$ cat config.mk
export PLATFORM = sky130hd
export DESIGN_NAME = prism_state_engine
export DESIGN_NICKNAME = d
export VERILOG_FILES = /design/src/rtl/prism_pkg.sv /design/src/rtl/prism_cond_eval.sv /design/src/rtl/prism_state_engine.sv
export SDC_FILE = /design/constraint.sdc
export NUM_CORES = 1
export LEC_CHECK = 0
export ABC_AREA = 1
export CAP_MARGIN = 30
export CORE_AREA = 2 2 213 215
export CTS_CLUSTER_SIZE = 40
export DETAILED_ROUTE_END_ITERATION = 16
export DIE_AREA = 0 0 215 217
export SYNTH_ARGS = -nofsm -noshare
export SYNTH_HDL_FRONTEND = slang
export SYNTH_SLANG_ARGS = --single-unit
$ cat constraint.sdc
create_clock -name clk -period 7 [get_ports clk]
set_input_delay 1.4 -clock clk [delete_from_list [all_inputs] [get_ports clk]]
set_output_delay 1.4 -clock clk [all_outputs]
set_load 0.005 [all_outputs]
$ cat src/rtl/prism_pkg.sv
// prism_pkg
// Shared definitions for the PRISM state engine: state-word field layout,
// condition operator encodings, engine dimensions and the run-mode type.
package prism_pkg;

  localparam int WIDTH = 64;  // bits per state word
  localparam int DEPTH = 8;   // number of states
  localparam int SW    = 3;   // state index width
  localparam int CW    = 16;  // dwell counter width

  // State word field offsets / widths
  localparam int F_NT_LSB    = 0;   // next_true
  localparam int F_NF_LSB    = 3;   // next_false
  localparam int F_SELA_LSB  = 6;
  localparam int F_INVA_BIT  = 9;
  localparam int F_SELB_LSB  = 10;
  localparam int F_INVB_BIT  = 13;
  localparam int F_OP_LSB    = 14;
  localparam int F_OP_W      = 2;
  localparam int F_OUTT_LSB  = 16;
  localparam int F_OUTF_LSB  = 24;
  localparam int F_OUT_W     = 8;
  localparam int F_CMP_LSB   = 32;
  localparam int F_CNTEN_BIT = 48;
  localparam int F_IRQEN_BIT = 49;
  localparam int F_RSVD_LSB  = 50;

  localparam logic [F_OP_W-1:0] OP_A   = 2'b00;
  localparam logic [F_OP_W-1:0] OP_AND = 2'b01;
  localparam logic [F_OP_W-1:0] OP_OR  = 2'b10;
  localparam logic [F_OP_W-1:0] OP_ONE = 2'b11;

  localparam logic [CW-1:0] CNT_MAX = {CW{1'b1}};

  typedef enum logic [1:0] {
    MODE_IDLE   = 2'd0,
    MODE_FROZEN = 2'd1,
    MODE_ACTIVE = 2'd2
  } mode_e;

  function automatic mode_e decode_mode(input logic enable, input logic cfg_busy);
    if (!enable)  return MODE_IDLE;
    if (cfg_busy) return MODE_FROZEN;
    return MODE_ACTIVE;
  endfunction

endpackage

$ cat src/rtl/prism_cond_eval.sv
// prism_cond_eval
// Combinational condition evaluator for the current state word.
// Ports:
//   i_pins   [7:0]  synchronized input pins
//   i_sel_a  [2:0]  pin index for operand a, i_inv_a inverts it
//   i_sel_b  [2:0]  pin index for operand b, i_inv_b inverts it
//   i_op     [1:0]  combine operator (a, a&b, a|b, 1)
//   i_cnt_en        qualify with dwell counter match
//   i_cmp    [15:0] dwell compare value
//   i_count  [15:0] current dwell count
//   o_cond          evaluated condition
module prism_cond_eval
  import prism_pkg::*;
(
  input  logic [7:0]        i_pins,
  input  logic [2:0]        i_sel_a,
  input  logic              i_inv_a,
  input  logic [2:0]        i_sel_b,
  input  logic              i_inv_b,
  input  logic [F_OP_W-1:0] i_op,
  input  logic              i_cnt_en,
  input  logic [CW-1:0]     i_cmp,
  input  logic [CW-1:0]     i_count,
  output logic              o_cond
);

  logic w_a;
  logic w_b;
  logic w_logic;

  assign w_a = i_pins[i_sel_a] ^ i_inv_a;
  assign w_b = i_pins[i_sel_b] ^ i_inv_b;

  always_comb begin
    w_logic = 1'b0;
    case (i_op)
      OP_A:    w_logic = w_a;
      OP_AND:  w_logic = w_a & w_b;
      OP_OR:   w_logic = w_a | w_b;
      OP_ONE:  w_logic = 1'b1;
      default: w_logic = 1'b0;
    endcase
  end

  assign o_cond = i_cnt_en ? (w_logic & (i_count == i_cmp)) : w_logic;

endmodule

$ cat src/rtl/prism_state_engine.sv
// prism_state_engine
// Executes the PRISM configuration words as a state-transition table.
// The current state selects its word from the config bus; the word's
// condition picks next state and output value each active cycle.
// Ports:
//   clk, rst_n            clock, synchronous active-low reset
//   i_enable              run enable, low forces idle (irq held)
//   i_cfg_bus [511:0]     DEPTH x 64-bit state words, state i at [(i+1)*64-1 -: 64]
//   i_cfg_busy            loader active: engine state frozen
//   i_pins    [7:0]       synchronized input pins
//   i_irq_clr             clears the sticky irq
//   o_pins_out [7:0]      registered output value
//   o_state   [2:0]       current state index
//   o_count   [15:0]      dwell counter of current state
//   o_irq                 sticky interrupt
module prism_state_engine
  import prism_pkg::*;
(
  input  logic                   clk,
  input  logic                   rst_n,
  input  logic                   i_enable,
  input  logic [WIDTH*DEPTH-1:0] i_cfg_bus,
  input  logic                   i_cfg_busy,
  input  logic [7:0]             i_pins,
  input  logic                   i_irq_clr,
  output logic [7:0]             o_pins_out,
  output logic [SW-1:0]          o_state,
  output logic [CW-1:0]          o_count,
  output logic                   o_irq
);

  logic [SW-1:0]    r_state;
  logic [CW-1:0]    r_count;
  logic [7:0]       r_pins_out;
  logic             r_irq;

  logic [WIDTH-1:0] w_word;
  logic             w_cond;
  logic [SW-1:0]    w_next;
  logic             w_irq_set;
  mode_e            w_mode;
  logic             w_unused_rsvd;

  // word select: state index times 64
  assign w_word = i_cfg_bus[{r_state, 6'd0} +: WIDTH];

  // reserved bits carry no meaning; folded here only to keep them referenced
  assign w_unused_rsvd = ^w_word[WIDTH-1:F_RSVD_LSB];

  prism_cond_eval u_cond_eval (
    .i_pins   (i_pins),
    .i_sel_a  (w_word[F_SELA_LSB +: 3]),
    .i_inv_a  (w_word[F_INVA_BIT]),
    .i_sel_b  (w_word[F_SELB_LSB +: 3]),
    .i_inv_b  (w_word[F_INVB_BIT]),
    .i_op     (w_word[F_OP_LSB +: F_OP_W]),
    .i_cnt_en (w_word[F_CNTEN_BIT]),
    .i_cmp    (w_word[F_CMP_LSB +: CW]),
    .i_count  (r_count),
    .o_cond   (w_cond)
  );

  assign w_mode    = decode_mode(i_enable, i_cfg_busy);
  assign w_next    = w_cond ? w_word[F_NT_LSB +: SW] : w_word[F_NF_LSB +: SW];
  assign w_irq_set = (w_mode == MODE_ACTIVE) & w_word[F_IRQEN_BIT] & w_cond;

  always_ff @(posedge clk) begin
    if (!rst_n) begin
      r_state    <= '0;
      r_count    <= '0;
      r_pins_out <= '0;
      r_irq      <= 1'b0;
    end else begin
      // set has priority over a coincident clear
      if (w_irq_set)
        r_irq <= 1'b1;
      else if (i_irq_clr)
        r_irq <= 1'b0;

      case (w_mode)
        MODE_IDLE: begin
          r_state    <= '0;
          r_count    <= '0;
          r_pins_out <= '0;
        end
        MODE_ACTIVE: begin
          r_state    <= w_next;
          r_pins_out <= w_cond ? w_word[F_OUTT_LSB +: F_OUT_W]
                               : w_word[F_OUTF_LSB +: F_OUT_W];
          if (w_next != r_state)
            r_count <= '0;
          else if (r_count != CNT_MAX)
            r_count <= r_count + 1'b1;
        end
        default: begin
          // frozen: hold state, count and output
        end
      endcase
    end
  end

  assign o_state    = r_state;
  assign o_count    = r_count;
  assign o_pins_out = r_pins_out;
  assign o_irq      = r_irq;

endmodule

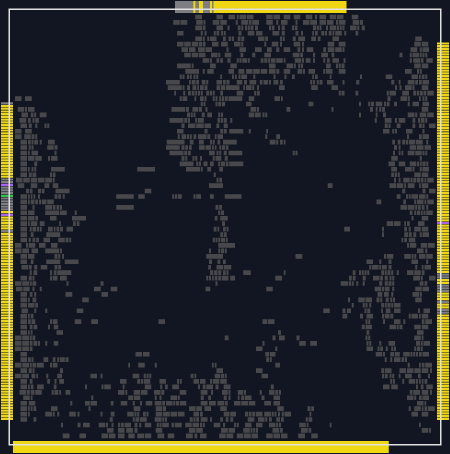
run_1/pins.png
(2 px per µm) Pins as bars across the die edge, other pins in grey.
| colour | port | pins | direction | edge |
|---|---|---|---|---|
| purple | `o_state` | 3 | output | 2 left, 1 right |
| yellow | `i_cfg_bus` | 512 | input | 204 bottom, 130 right, 102 left, 76 top |
| green | `i_enable` | 1 | input | left |
y dimension of the die: 217 µm
die x size: 215 µm
Port Buf Inserts: 440

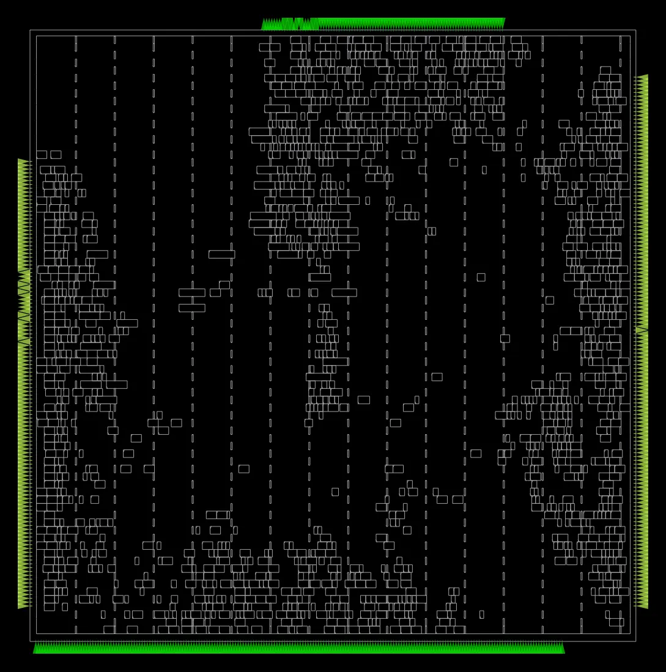
run_1/final_placement.png
share of the core filled with cells in the final layout: 23.5%
Tapcell Cnt: 600
FF+latch count: 28
Post-Layout Cell Count: 2033
standard-cell row count: 78

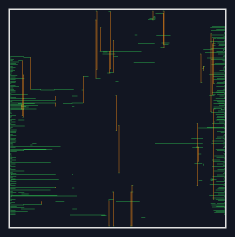
run_1/metal_stack.png
(1 px per µm) Two of the layers only.
| colour | layer | wire length |
|---|---|---|
| orange | met4 | 1090 µm |
| green | met3 | 2630 µm |
final WL: 35200 µm
Routed WL per cell: 17.3 µm

==> run notes, run 1 <==
Entry: Yosys synthesis followed by OpenROAD place and route.

Die:
- The share of the core area taken by cells at floorplan is 12.6%.
- The run puts the boundary pin count at about 550.

Synthesis:
- For reference, the top cells by area after synthesis are sky130_fd_sc_hd__nand2_1 20%, sky130_fd_sc_hd__nand3_1 12%, sky130_fd_sc_hd__dfxtp_1 9.9%, sky130_fd_sc_hd__nor2_1 9.8%, sky130_fd_sc_hd__o21ai_0 8.1%.
- The run gives the area share of and/or/nand/nor cells after synthesis as about 47%.
- The run gives the number of standard cells reported by yosys as between 1000 and 1500.
- The run gives the total number of yosys warnings as 0.
- The run puts the area share of fa/ha/maj cells after synthesis at 0.222%.
- The run puts the share of async-settable or async-resettable flops after synthesis at 0%.
- Per the synth log, the flip-flop and latch total comes to 28.
- The run puts the area of the synthesized netlist per yosys stat at 5640 µm².
- The run gives the average size of a mapped cell as 5.30 µm².

Global routing:
- The run puts the largest net degree at the start of global routing at between 90 and 100.
- For met2 alone, demand over resource in global routing was 25.7%.
- The run gives the met1 routing resource usage after global routing as around 16%.
- The run gives the global-route congestion overflow total as 0.
- The run puts the global-route wire length before repair at 50700 µm.
- After global routing, the most crowded layer is met2.
- On met3, the global router reports a usage of 3.37%.

Final layout:
- The run puts the portion of the layout cell area used by clock cells at less than 1%.
- In the final layout, the share of cells above drive strength 1 is 2.59%.
- The run gives the fraction of area in multi-input gates as 41.8%.
- The run gives the area of all sequential standard cells as 572 µm².
- The run gives the total of clock buffers placed in the layout as 4.

Timing:
- Final hold analysis gives a worst-case slack of 474 ps.
- The run gives the final critical-path setup slack as roughly 2400 ps.
- The run puts the headroom to the max-slew limit at between 40% and 50%.
- The run puts the peak clock frequency supported by timing at between 200 and 250 MHz.
- Setup repair after global routing left no endpoint under its margin.
- The run puts the slew at the pin closest to its max-slew limit at between 800 and 900 ps.

Drt:
- Nets still carrying antenna violations after routing amount to 0.
- The run gives the length of the first detailed-routing pass in iterations as 5.
- The run gives the total vias in the final route as about 8900.
- The run gives the post-route DRC violation count as 0.
- The run gives the initial detailed-routing violation count as 556.

Clock network:
- The run puts the number of CTS-inserted buffers at 3.
- TritonCTS built the clock tree.
- In this run the number of H-tree levels came out at 1.

Power:
- The clock network is responsible for around an eighth of the overall power.
- In this run the power spent charging and discharging nets is 0.588 mW.
- The script extracted a total leakage power of roughly 4.0 nW.

Critical path:
- The run gives the largest stage delay on the critical path as roughly 570 ps.

Place:
- The run puts the final HPWL from detailed placement at approximately 28000 µm.
- The run gives the final weighted congestion in routability-driven placement as approximately 0.92.

Worst hold path:
- The startpoint identified for the worst hold timing path is o_pins_out[1]$_SDFFE_PN0P_.

Status:
- The run finished with clean final reports.
[run 1: per-layer routing]
metal	wire (µm)	part of all wire, %	up-vias
met5	80	0.23	-
met4	1090	3.1	10
met3	2630	7.5	67
met2	16900	48	406
met1	14500	41	4078
li1	-	-	4350
[run 1: registers in the layout, summed over array words and instances (netlist names)]
signal      flops
o_count        16
o_pins_out      8
o_state         3
o_irq           1
[run 1: cells in the final DEF (no fill, tap or decap), types with 12 or more instances in the layout]
cell	netlist	layout
sky130_fd_sc_hd__a21oi_1	48	48
sky130_fd_sc_hd__a32o_1	22	22
sky130_fd_sc_hd__clkdlybuf4s50_1	0	440
sky130_fd_sc_hd__dfxtp_1	28	25
sky130_fd_sc_hd__inv_1	49	49
sky130_fd_sc_hd__nand2_1	299	299
sky130_fd_sc_hd__nand3_1	131	131
sky130_fd_sc_hd__nand4_1	14	14
sky130_fd_sc_hd__nor2_1	147	146
sky130_fd_sc_hd__o211ai_1	26	26
sky130_fd_sc_hd__o21ai_0	91	91
sky130_fd_sc_hd__o21ai_1	23	23
sky130_fd_sc_hd__o221ai_1	12	12
sky130_fd_sc_hd__o22ai_1	24	24
sky130_fd_sc_hd__xor2_1	22	22
[run 1: worst paths after layout]
check / to / cells past startpoint
worst min-delay path: o_pins_out[1]$_SDFFE_PN0P_ / 2
worst min register to register: o_pins_out[1]$_SDFFE_PN0P_ / 2
worst max-delay path: o_count[3]$_SDFFE_PN0P_ / 23
worst max register to register: o_count[3]$_SDFFE_PN0P_ / 23
[run 1: power by group through the flow]
stage / Sequential, mW / Clock [mW] / Combinational (mW)
after CTS: 0.198 / 0.168 / 0.926
final: 0.197 / 0.162 / 0.909
after global routing: 0.200 / 0.172 / 1.01
after global placement: 0.201 / 0 / 0.914
after floorplan: 0.177 / 0 / 0.522
after detailed placement: 0.202 / 0 / 0.921
==> run 1 -> run 2 <==
--- a/config.mk
+++ b/config.mk
@@ -7,10 +7,10 @@
 export LEC_CHECK = 0
 export ABC_AREA = 1
 export CAP_MARGIN = 30
-export CORE_AREA = 2 2 213 215
+export CORE_AREA = 2 2 218 220
 export CTS_CLUSTER_SIZE = 40
 export DETAILED_ROUTE_END_ITERATION = 16
-export DIE_AREA = 0 0 215 217
+export DIE_AREA = 0 0 220 222
 export SYNTH_ARGS = -nofsm -noshare
 export SYNTH_HDL_FRONTEND = slang
 export SYNTH_SLANG_ARGS = --single-unit
==> constraint.sdc (replaced) <==
create_clock -name clk -period 3.9 [get_ports clk]
set_input_delay 0.78 -clock clk [delete_from_list [all_inputs] [get_ports clk]]
set_output_delay 0.78 -clock clk [all_outputs]
set_load 0.005 [all_outputs]
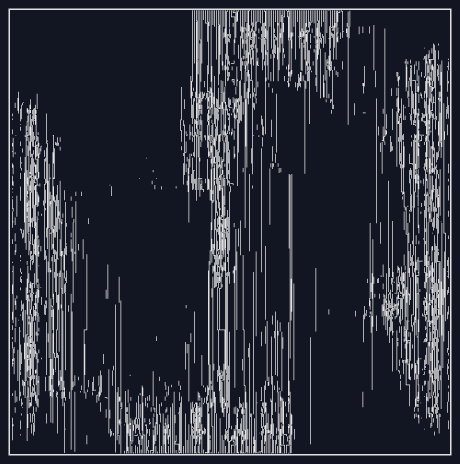
run_2/met2.png
(2 px per µm)
nets with wire on the layer: 1494
longest straight run: 91.8 µm
vias post-DR: 8903
final WL: 35900 µm

==> run 2 against run 1 <==
Against the previous run: worst hold slack improved by 1.2 ps; first-iteration DRC count fell by 9.9%; highest routed layer unchanged; global-route usage fell by 0.50 points; combinational power rose by 91%; largest power group unchanged; total power rose by 88%; register-to-register slack got worse by 1900 ps; count of clock-buffer cells in the layout fell by 1; critical path type is now in -> reg.
==> run notes, run 2 <==
Entry: Yosys synthesis followed by OpenROAD place and route.

Synthesis:
- In the post-synthesis netlist, the biggest area contributors are sky130_fd_sc_hd__nand2_1 20%, sky130_fd_sc_hd__nand3_1 12%, sky130_fd_sc_hd__dfxtp_1 9.9%, sky130_fd_sc_hd__nor2_1 9.8%, sky130_fd_sc_hd__o21ai_0 8.1%.
- Yosys printed 0 warnings.
- The synthesized netlist devotes less than 1% of its cell area to adder and majority cells.
- After synthesis the netlist holds a flip-flop and latch count of 28.
- The run puts the area of the synthesized netlist per yosys stat at between 5000 and 6000 µm².
- Per the synth stats, the proportion of register bits with asynchronous set or reset is 0%.

Place:
- The run puts the final HPWL from detailed placement at 28700 µm.
- Per the placement log, port buffering inserted between 400 and 500 buffers.

Die:
- The run gives the floorplan core density as 12.2%.
- The run puts the height of the chip at roughly 220 µm.

Global routing:
- The run puts the global-route congestion overflow total at 0.
- The run puts the global-route wire length before repair at 50500 µm.
- The run gives the largest net degree at the start of global routing as roughly 97.

Worst hold path:
- Looking at the hold checks, the worst path lands on o_pins_out[6]$_SDFFE_PN0P_.
- The run puts the worst hold path stage count at 2.

Timing:
- The run puts the peak clock frequency supported by timing at between 200 and 300 MHz.
- Setup repair after global routing left no endpoint under its margin.
- The run puts the final critical-path setup slack at between 300 and 400 ps.

Power:
- Per report_power, the top consumer among the power groups is combinational logic.
- The clock network consumes a total of between 0.3 and 0.4 mW.
- Summed over all combinational cells, the power is 1.74 mW.
- The run puts the net load switching power at between 1 and 1.5 mW.
- The run gives the clock network fraction of design power as between 10% and 20%.
- The run puts the power of the sequential group at around 0.32 mW.

Critical path:
- The run puts the length in cells of the worst reg-to-reg path at 17.

Final layout:
- The most common logic cell in the final layout is sky130_fd_sc_hd__clkdlybuf4s50_1.
- In the layout the commonest cells are 440 x sky130_fd_sc_hd__clkdlybuf4s50_1, 299 x sky130_fd_sc_hd__nand2_1, 147 x sky130_fd_sc_hd__nor2_1.
- The run puts the layout cell share with drive strength beyond 1 at under 10%.

Status:
- The run finished with clean final reports.

Drt:
- The run gives the length of the first detailed-routing pass in iterations as 5.

Clock network:
- The run gives the number of CTS-inserted buffers as 3.
- Per the CTS log, the maximum H-tree level is 1.
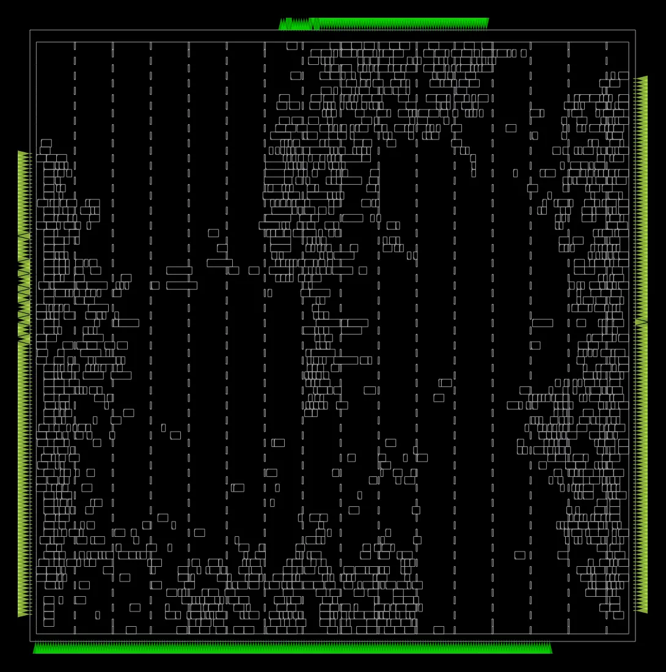
run_2/final_placement.png
standard-cell row count: 79
register share of the cell area: 5.34%
share of the core filled with cells in the final layout: 23.2%
# fillers: 5193
Tapcell Cnt: 607

[run 2: cell counts after synthesis]
Identical to the previous run, type by type.
[run 2: worst max-delay path, cell delays in order]
cell	delay [ps]
sky130_fd_sc_hd__clkdlybuf4s50_1	540
sky130_fd_sc_hd__nand2_1	70
sky130_fd_sc_hd__nand3_1	70
sky130_fd_sc_hd__nand2_1	120
sky130_fd_sc_hd__o21ai_1	260
sky130_fd_sc_hd__inv_1	100
sky130_fd_sc_hd__nand3_1	100
sky130_fd_sc_hd__nand3_1	90
sky130_fd_sc_hd__nand3_1	120
sky130_fd_sc_hd__nand3_1	80
sky130_fd_sc_hd__nand2_1	110
sky130_fd_sc_hd__nand2_4	110
sky130_fd_sc_hd__nand2_4	110
sky130_fd_sc_hd__nand2_1	80
sky130_fd_sc_hd__nand3_1	80
sky130_fd_sc_hd__nand2_2	120
sky130_fd_sc_hd__nor2_8	200
sky130_fd_sc_hd__nand2_4	90
sky130_fd_sc_hd__nand2_4	130
sky130_fd_sc_hd__nand2_2	160
sky130_fd_sc_hd__nand2_1	110
sky130_fd_sc_hd__a21oi_1	70
[run 2: layout make-up]
cell class	instances	area, µm²	share of cell area (%)
repair buffers	468	4650	43.4
diodes	4	10.0	0.0935
clock buffers	3	75.1	0.701
well taps	607	759	7.09
multi-input cells	895	4400	41.1
inverters	54	210	1.96
clock inverters	1	30.0	0.280
flip-flops and latches	28	572	5.34
[run 2: metal layers]
layer  wire length [µm]  up-vias  GRT usage (%)
li1                   -     4396              -
met1              14100     4069           14.8
met2              17800      386           25.7
met3               2950       46           3.24
met4                984        6           3.90
met5                 34        -              0
[run 2: through the flow]
step / hold slack (ps) / cells
floorplan: 460 / 1064
finish: 475 / 2060
CTS: 474 / 2056
global route: 497 / 2057
detailed placement: 460 / 2052
global placement: 453 / 2052
==> run 2 -> run 3 <==
--- a/config.mk
+++ b/config.mk
@@ -7,10 +7,11 @@
 export LEC_CHECK = 0
 export ABC_AREA = 1
 export CAP_MARGIN = 30
-export CORE_AREA = 2 2 218 220
+export CORE_AREA = 2 2 214 216
 export CTS_CLUSTER_SIZE = 40
 export DETAILED_ROUTE_END_ITERATION = 16
-export DIE_AREA = 0 0 220 222
+export DIE_AREA = 0 0 216 218
+export GPL_TIMING_DRIVEN = 0
 export SYNTH_ARGS = -nofsm -noshare
 export SYNTH_HDL_FRONTEND = slang
 export SYNTH_SLANG_ARGS = --single-unit
==> constraint.sdc (replaced) <==
create_clock -name clk -period 4.01 [get_ports clk]
set_input_delay 0.802 -clock clk [delete_from_list [all_inputs] [get_ports clk]]
set_output_delay 0.802 -clock clk [all_outputs]
set_load 0.005 [all_outputs]
==> run 3 against run 2 <==
Against the previous run: design area rose by 2.2%; largest power group unchanged; synthesized area did not move; critical endpoint is now o_pins_out[6]$_SDFFE_PN0P_; critical path type is now reg -> reg; combinational power rose by 4%; setup slack improved by 3.6 ps; cell count rose by 2.6%.
==> run notes, run 3 <==
Entry: Yosys synthesis followed by OpenROAD place and route.

Final layout:
- The run gives the count of fill cells added during filler insertion as about 5100.
- The run gives the utilization of the core after routing as roughly 24%.
- The finished layout holds approximately 2100 standard cells, fillers aside.
- The most common logic cell in the final layout is sky130_fd_sc_hd__clkdlybuf4s50_1.

Timing:
- Checking max transition, the worst relative margin is 53.3%.
- Setup repair after global routing left no endpoint under its margin.
- Looking at the max-slew report, the worst-margin pin has a slew of 701 ps.

Drt:
- The run gives the average wire per cell in the routed design as 19.5 µm.
- The run gives the number of nets still failing antenna checks after routing as 0.
- The run puts the initial detailed-routing violation count at 754.
- The run gives the uppermost layer routed as met5.
- The run puts the total vias in the final route at about 9400.

Clock network:
- TritonCTS built the clock tree.
- The run puts the maximum level of the CTS H-tree at 1.

Critical path:
- Per STA, the worst path is made up of buf_6 -> buf_4 -> buf_4 -> buf_2 -> clkbuf_1 -> clkbuf_1 -> clkbuf_1 -> o21ai_0 -> o22ai_1 -> nand2_1 -> o211ai_1 -> nand3_1 -> a21oi_1.
- The most numerous cell type found on the critical path is sky130_fd_sc_hd__clkbuf_1.
- The run gives the library cell contributing the largest single delay on the critical path as sky130_fd_sc_hd__clkbuf_1.
- The run puts the largest stage delay on the critical path at between 500 and 600 ps.
- The run puts the buffering stage count on the worst path with inverters included at 7.

Place:
- The run puts the number of cells in the design after placement at 2104.

Global routing:
- The run puts the met1 routing resource usage after global routing at around a fifth.
- On met2, the global router reports a usage of 30.3%.
- The run puts the global routing usage on met3 at just under 4%.
- Recorded from the global router log, the overflow total was 0.

Power:
- The run puts the static leakage power at 4.29 nW.

Die:
- The run puts the placement row count at roughly 80.

Synthesis:
- The run gives the share of async-settable or async-resettable flops after synthesis as 0%.
- In the post-synthesis netlist, the biggest area contributors are sky130_fd_sc_hd__nand2_1 20%, sky130_fd_sc_hd__nand3_1 12%, sky130_fd_sc_hd__dfxtp_1 9.9%, sky130_fd_sc_hd__nor2_1 9.8%, sky130_fd_sc_hd__o21ai_0 8.1%.
- The run puts the number of standard cells reported by yosys at roughly 1100.
- Counting the warning lines in the Yosys log gives 0.

Status:
- The flow ran to the end, and the final reports show no timing, DRC or antenna violations.
[run 3: cell types whose count changed in the layout (fill, tap and decap cells not counted), moves of 6 or more]
cell                       change
sky130_fd_sc_hd__buf_1         +6
sky130_fd_sc_hd__buf_6        +10
sky130_fd_sc_hd__buf_2        +20
sky130_fd_sc_hd__buf_4         -9
sky130_fd_sc_hd__clkbuf_1     +32
[run 3: final cells by class]
type	count	area, µm²	area share, %
timing repair buffer	444	4430	40.5
tap	600	751	6.86
inverter	54	203	1.85
clock inverter	1	30.0	0.274
antenna	3	7.51	0.0686
clock buffer	3	75.1	0.686
sequential	28	563	5.14
buffer	86	483	4.41
multi-input combinational	895	4400	40.2
[run 3: where the power goes]
part | switching (mW) | total (mW) | internal, mW
Sequential | 0.0155 | 0.308 | 0.293
Clock | 0.106 | 0.305 | 0.199
Combinational | 1.01 | 1.81 | 0.807
Total | 1.13 | 2.43 | 1.30
[run 3: logic make-up (layout without fill, tap and decap cells)]
kind of cell / count (synthesis) / after routing / share of synthesized area (%)
buffers and inverters: 141 / 588 / 12.1
AND/OR/NAND/NOR: 620 / 620 / 47.3
XOR/XNOR: 22 / 22 / 3.42
adder cells (fa/ha/maj): 1 / 1 / 0.222
AND-OR/OR-AND: 252 / 252 / 27.1
flip-flops: 28 / 28 / 9.95
other: 0 / 3 / 0
[run 3: worst paths after layout]
kind,startpoint,end,cells past startpoint
setup / recovery,o_state[0]$_SDFFE_PN0P_,o_pins_out[6]$_SDFFE_PN0P_,13
setup reg to reg,o_state[0]$_SDFFE_PN0P_,o_pins_out[6]$_SDFFE_PN0P_,13
hold / removal,o_irq$_SDFFE_PN0P_,o_irq$_SDFFE_PN0P_,2
hold reg to reg,o_irq$_SDFFE_PN0P_,o_irq$_SDFFE_PN0P_,2
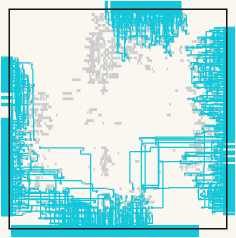
run_3/port_nets.png
(1 px per µm)
| colour | port | bits | direction | end cells | buffers | wire |
|---|---|---|---|---|---|---|
| cyan | `i_cfg_bus` | 512 | input | 400 | 400 | 13400 µm |
Top Ports: 553

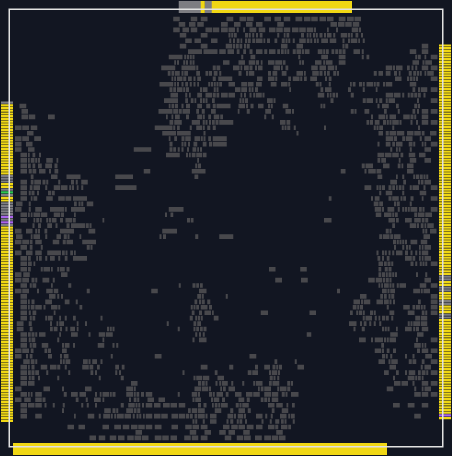
run_3/pins.png
(2 px per µm) Pins as bars across the die edge, other pins in grey.
| colour | port | pins | direction | edge |
|---|---|---|---|---|
| purple | `o_state` | 3 | output | 2 left, 1 right |
| green | `i_enable` | 1 | input | left |
| yellow | `i_cfg_bus` | 512 | input | 203 bottom, 129 right, 102 left, 78 top |
die x size: 216 µm
y dimension of the die: 218 µm

No activity file was given, so power comes from the tool's default toggle rates.
